## src/rtl/sb_pkg.sv

```systemverilog
// Shared types and constants for the sideband transmit path.
package sb_pkg;

  typedef enum logic [1:0] {
    StIdle,
    StShift,
    StGap
  } sb_tx_state_t;

  localparam int unsigned SB_PKT_64  = 64;
  localparam int unsigned SB_PKT_128 = 128;

endpackage

```

## src/rtl/sb_clk_gate.sv

```systemverilog
// Latch-based integrated clock gate: enable is captured while pll_clk is low, so gclk
// can only start or stop on a whole high phase.
module sb_clk_gate (
  input  logic pll_clk,
  input  logic en,
  output logic gclk
);

  logic en_lat;

  // Transparent while the clock is low; holds through the high phase.
  always_latch begin
    if (!pll_clk) begin
      en_lat = en;
    end
  end

  assign gclk = pll_clk & en_lat;

endmodule

```

## src/rtl/sb_tx_packet_engine.sv

```systemverilog
// Sideband transmit engine: queues 64/128-bit packets in a small FIFO and serialises
// them on TXDATASB with a gated forwarded clock TXCKSB, separated by GAP_UI idle UI.
module sb_tx_packet_engine
  import sb_pkg::*;
#(
  parameter int unsigned MAX_PKT_W  = 128,
  parameter int unsigned FIFO_DEPTH = 4,
  parameter int unsigned GAP_UI     = 32,
  parameter bit          LSB_FIRST  = 1'b1
) (
  input  logic                          pll_clk,
  input  logic                          rst_n,
  input  logic [MAX_PKT_W-1:0]          data_in,
  input  logic                          pkt_len,
  input  logic                          valid,
  output logic                          ready,
  input  logic                          tx_en,
  output logic                          TXCKSB,
  output logic                          TXDATASB,
  output logic                          busy,
  output logic [$clog2(FIFO_DEPTH):0]   fifo_level
);

  localparam int unsigned PtrW = $clog2(FIFO_DEPTH);
  localparam int unsigned LvlW = PtrW + 1;
  localparam int unsigned CntW = $clog2(MAX_PKT_W);
  localparam int unsigned GapW = 6;

  // FIFO state
  logic [MAX_PKT_W:0]  mem_q [FIFO_DEPTH];
  logic [PtrW-1:0]     wr_ptr_q, rd_ptr_q;
  logic [LvlW-1:0]     level_q;
  logic                out_of_reset_q;
  logic                push, pop, len_in;
  logic [MAX_PKT_W:0]  head;

  // Serialiser state
  sb_tx_state_t        state_q;
  logic [CntW-1:0]     bit_cnt_q;
  logic [GapW-1:0]     gap_cnt_q;
  logic [MAX_PKT_W-1:0] pkt_q;
  logic                len_q;
  logic                txd_q;
  logic                busy_q;
  logic [CntW-1:0]     last_idx, bit_idx;
  logic                cur_bit, can_start, gclk;

  // Long packets only exist in the 128-bit build.
  assign len_in = (MAX_PKT_W == SB_PKT_128) ? pkt_len : 1'b0;
  assign ready  = out_of_reset_q && (level_q != LvlW'(FIFO_DEPTH));
  assign push   = valid && ready;
  assign head   = mem_q[rd_ptr_q];

  assign can_start = (state_q == StIdle) || ((state_q == StGap) && (gap_cnt_q == '0));
  assign pop       = can_start && (level_q != '0) && tx_en;

  assign last_idx = len_q ? CntW'(MAX_PKT_W - 1) : CntW'(SB_PKT_64 - 1);
  assign bit_idx  = LSB_FIRST ? (last_idx - bit_cnt_q) : bit_cnt_q;
  assign cur_bit  = pkt_q[bit_idx];

  // Payload storage; flushed logically by the pointer reset, so no reset needed here.
  always_ff @(posedge pll_clk) begin
    if (push) begin
      mem_q[wr_ptr_q] <= {len_in, data_in};
    end
  end

  // FIFO pointers, occupancy and the post-reset ready enable.
  always_ff @(posedge pll_clk or negedge rst_n) begin
    if (!rst_n) begin
      wr_ptr_q       <= '0;
      rd_ptr_q       <= '0;
      level_q        <= '0;
      out_of_reset_q <= 1'b0;
    end else begin
      out_of_reset_q <= 1'b1;
      if (push) wr_ptr_q <= wr_ptr_q + PtrW'(1);
      if (pop)  rd_ptr_q <= rd_ptr_q + PtrW'(1);
      unique case ({push, pop})
        2'b10:   level_q <= level_q + LvlW'(1);
        2'b01:   level_q <= level_q - LvlW'(1);
        default: level_q <= level_q;
      endcase
    end
  end

  // Packet FSM; TXDATASB lags the SHIFT state by one cycle so it lines up with the gated clock.
  always_ff @(posedge pll_clk or negedge rst_n) begin
    if (!rst_n) begin
      state_q   <= StIdle;
      bit_cnt_q <= '0;
      gap_cnt_q <= '0;
      pkt_q     <= '0;
      len_q     <= 1'b0;
      txd_q     <= 1'b0;
      busy_q    <= 1'b0;
    end else begin
      txd_q <= 1'b0;
      unique case (state_q)
        StIdle: begin
          if (pop) begin
            state_q   <= StShift;
            busy_q    <= 1'b1;
            pkt_q     <= head[MAX_PKT_W-1:0];
            len_q     <= head[MAX_PKT_W];
            bit_cnt_q <= head[MAX_PKT_W] ? CntW'(MAX_PKT_W - 1) : CntW'(SB_PKT_64 - 1);
          end
        end
        StShift: begin
          txd_q <= cur_bit;
          if (bit_cnt_q == '0) begin
            state_q   <= StGap;
            gap_cnt_q <= GapW'(GAP_UI - 1);
          end else begin
            bit_cnt_q <= bit_cnt_q - CntW'(1);
          end
        end
        StGap: begin
          if (gap_cnt_q != '0) begin
            gap_cnt_q <= gap_cnt_q - GapW'(1);
          end else if (pop) begin
            // Back-to-back: the next packet starts without an extra idle cycle.
            state_q   <= StShift;
            pkt_q     <= head[MAX_PKT_W-1:0];
            len_q     <= head[MAX_PKT_W];
            bit_cnt_q <= head[MAX_PKT_W] ? CntW'(MAX_PKT_W - 1) : CntW'(SB_PKT_64 - 1);
          end else begin
            state_q <= StIdle;
            busy_q  <= 1'b0;
          end
        end
        default: begin
          state_q <= StIdle;
          busy_q  <= 1'b0;
        end
      endcase
    end
  end

  // Gate enable is latched in the low phase before each data UI, giving one pulse per bit.
  sb_clk_gate u_clk_gate (
    .pll_clk (pll_clk),
    .en      (state_q == StShift),
    .gclk    (gclk)
  );

  // rst_n kills an in-progress high phase immediately.
  assign TXCKSB     = gclk & rst_n;
  assign TXDATASB   = txd_q;
  assign busy       = busy_q;
  assign fifo_level = level_q;

endmodule

```

## config.mk

```make
export PLATFORM = sky130hd
export DESIGN_NAME = sb_tx_packet_engine
export DESIGN_NICKNAME = d
export VERILOG_FILES = /design/src/rtl/sb_pkg.sv /design/src/rtl/sb_clk_gate.sv /design/src/rtl/sb_tx_packet_engine.sv
export SDC_FILE = /design/constraint.sdc
export NUM_CORES = 1
export LEC_CHECK = 0
export CAP_MARGIN = 20
export CORE_ASPECT_RATIO = 1.1
export CORE_MARGIN = 2
export CORE_UTILIZATION = 55
export CTS_BUF_LIST = sky130_fd_sc_hd__clkbuf_4
export CTS_CLUSTER_DIAMETER = 30
export DETAILED_ROUTE_END_ITERATION = 16
export PLACE_DENSITY = 0.75
export SYNTH_ARGS = -nofsm -noshare
export SYNTH_HDL_FRONTEND = slang
export SYNTH_SLANG_ARGS = --single-unit
export TNS_END_PERCENT = 30
```

## constraint.sdc

```tcl
create_clock -name pll_clk -period 12 [get_ports pll_clk]
set_input_delay 1.8 -clock pll_clk [delete_from_list [all_inputs] [get_ports pll_clk]]
set_output_delay 1.8 -clock pll_clk [all_outputs]
set_load 0.05 [all_outputs]
```

Routed metal per tile:
The bar under the picture is 50 um long. 21 x 23 tiles, from dark purple (low) to yellow (high), scaled to the fullest tile. Values are wire area over tile area, all layers added.
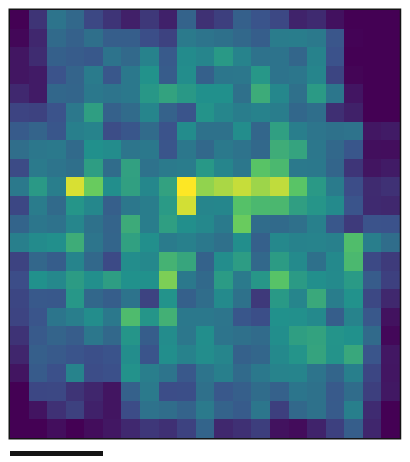
The fullest tile reaches 0.46. The densest ninth of the die: centre. The mean over all tiles is 0.16. 5.2% of the tiles are nearly empty. 16% of the tiles are over half the peak.

Placement view:
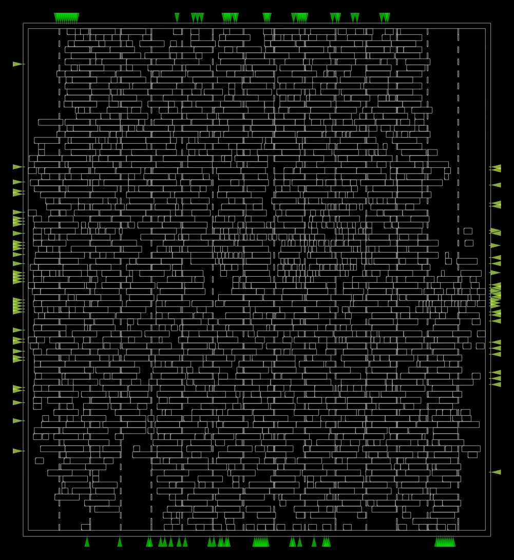
flop count: 671
Seq/total area: 64.6%
Core Region: 46400 um^2

Met4 routing:
The bar under the picture is 50 um long. Supply wires on this layer in grey.
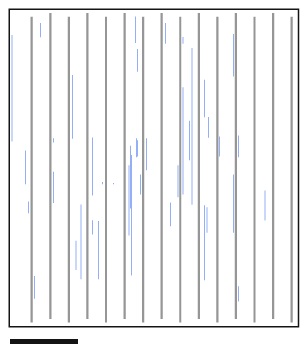
The layer holds 2.5% of the routed length. The layer carries 1190 um of wire. The longest straight run is 114 um.

Routed clock nets over the placement:
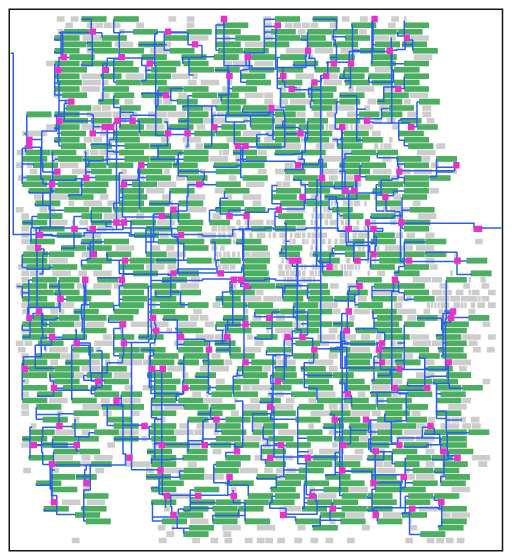
cells driving clock nets: in magenta, count 170. clock wires: in blue, length 8080 um. flip-flops and latches: in green, count 671.
There are 171 routed clock nets. Position of the flops: spread over the die.

Register map, names as in the netlist:
Other sequential cells in the stronger grey, the rest of the logic in the fainter grey.
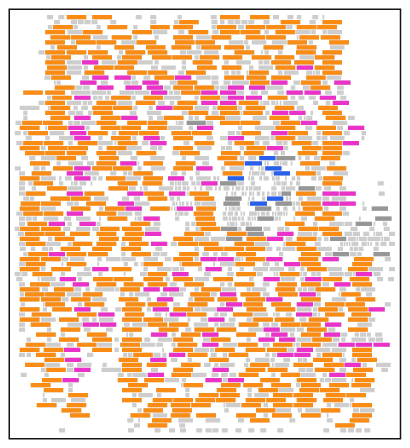
`mem_q`: in orange, sequential cells 516, where spread over the die. `bit_cnt_q`: in blue, sequential cells 7. `pkt_q`: in magenta, sequential cells 128, where spread over the die.
P_seq: 3.22 mW
Register Area: 19400 um^2
Finished Core Util: 64.7%

==> flow_summary.json <==
{
  "holdWs_ns": 0.503,
  "fin_setup_tns_ns": 0,
  "top_cell": "edfxtp_1",
  "clk_share_pct": 7.63,
  "logic_gates": 441,
  "vias_per_cell": 5.64,
  "rsz0062_at_grt": "no",
  "top_layer_used": "met5",
  "avgSynthCellArea_um2": 21.7,
  "crit_type": "latch to output port",
  "fillers": 3106,
  "ys_sh_aoi_pct": 0.875,
  "cts_tree": "done",
  "antenna_found_initial": 4,
  "critPathLaunch": "u_clk_gate.en_lat$_DLATCH_N_",
  "yosys_area_um2": 25800,
  "cp.buffers_inverters": 1,
  "top_power_group": "registers",
  "synthXorXnorAreaFrac_pct": 0.476,
  "inverters": 16,
  "p_switching_mw": 1.92,
  "reg2reg_from": "state_q[0]$_DFFE_PN0P_",
  "regMostFlops": "mem_q",
  "top_area_cell": "edfxtp_1",
  "n_all_buffers": 154,
  "power_density_nw_per_um2": 229,
  "use_met2_pct": 35.2,
  "grt_pass1_vias": 13500,
  "firstDrtPassIters": 5,
  "finalHoldViolations": 0,
  "gr-total-overflow": 0,
  "hpwl_um": 27300,
  "ys.flops": 671,
  "wl_per_cell_um": 22.2,
  "initial_core_util_pct": 55.5,
  "edf_count": 516,
  "p_seq_share_pct": 46.9,
  "chip_area_um2": 48600,
  "reg_top3": "mem_q: 516 flops, pkt_q: 128 flops, bit_cnt_q: 7 flops",
  "cp-end-kind": "output port",
  "gp_congestion": 0.777,
  "pre_cts_slack_ns": 2.91,
  "postCtsSetupRepairBufs": 0,
  "endpoint": "TXCKSB",
  "fp_nets": 1327,
  "hold-path-cell-count": 1,
  "pin_count": 140,
  "grt_max_degree": 98,
  "wl_met1_um": 20000,
  "top_cells_by_count": "edfxtp_1 (516), dfrtp_1 (154), mux4_2 (152)",
  "worstHoldPathType": "register to register",
  "crit_chain": "and3_1 > clkdlybuf4s50_1",
  "comb-power_mw": 1.67,
  "power_mw": 6.87,
  "cp.required_ns": 10.20,
  "combAreaFraction_pct": 20.1,
  "worst-path-max-fanout": 1,
  "clock_power_share_pct": 28.7,
  "drive_gt1_share_pct": 36.8,
  "openroad.warnings": 32,
  "synth_seq_share_pct": 75.1,
  "fin_area_um2": 30000,
  "r2r-end": "u_clk_gate.en_lat$_DLATCH_N_",
  "drtAntennaViolNets": 0,
  "cp_slowest_stage_delay_ns": 0.82,
  "startpoint_type": "latch",
  "bufAreaShareNonClock_pct": 5.05,
  "synth_cells": 1185,
  "slew_headroom_pct": 28.5,
  "path_clk_slew_ns": 0.06,
  "clkbuf_count": 258,
  "use_met1_pct": 26.6,
  "fp.dieW_um": 210,
  "dpl-instance-area_um2": 27700,
  "vias": 12400,
  "drt_iter0_drc": 817,
  "drt-total-wl_um": 48800,
  "largest_register_ffs": 516,
  "swShare_pct": 27.9,
  "wl_met3_um": 2540,
  "setup_viol": 0,
  "critical_path_depth": 2,
  "largest_class": "sequential cells",
  "cap_violations": 0,
  "grt_pass1_wl_um": 75500,
  "pg_clk_mw": 1.97,
  "clock_latency_ns": 0.98,
  "slew_viol_final": 0,
  "cellLeakagePower_nw": 10.5,
  "drc": 0,
  "r2r_cells": 1,
  "ys_warn_count": 0,
  "busiest_layer": "met2",
  "wl_met2_um": 25000,
  "cp_slowest_cell": "clkdlybuf4s50_1",
  "dieHeight_um": 231,
  "synthTopLogicFamily": "multiplexers",
  "syn_area_um2": 25800,
  "final-comb-area_um2": 6020,
  "cp_top_family": "buffers and inverters",
  "hold_buffers": 0,
  "top_cells_by_area": "edfxtp_1 (60%), dfrtp_1 (15%), mux4_2 (13%)",
  "final_nets": 1595,
  "final_cell_mix": "edfxtp_1 (516), clkbuf_4 (257), mux4_2 (152), dfrtp_1 (150), clkdlybuf4s50_1 (138)",
  "simple_gate_share_pct": 1.61,
  "grt.total_usage_pct": 21.1,
  "min-delay-start": "pkt_q[12]$_DFFE_PN0P_",
  "adder_share_pct": 0.466,
  "dp_cells": 1878,
  "tap-cell-count": 595,
  "insertedDiodeCount": 2,
  "p_int_mw": 4.95,
  "async_flop_share_pct": 23.0,
  "final_cells": 2194,
  "lay_top_count": "edfxtp_1",
  "synth-main-ff-cell": "edfxtp_1",
  "io_buffers": 139,
  "worstMarginPinSlew_ns": 1.07,
  "hold_end": "pkt_q[12]$_DFFE_PN0P_",
  "ff2ff_setup_slack_ns": 5.08,
  "outcome": "finished, final reports clean",
  "yosysCellCount": 1185,
  "yosysTopAreaCellShare_pct": 60.2,
  "grt_use_met3_pct": 5.31,
  "ir_drop_mv": 0.182,
  "fp-row-count": 83,
  "ys_types": 52,
  "cts_resized": 0,
  "cp.arrival_ns": 8.26,
  "area_delta_synth_final_pct": 16.5,
  "finClkSkew_ns": 0.0480
}
No activity file was given, so power comes from the tool's default toggle rates.
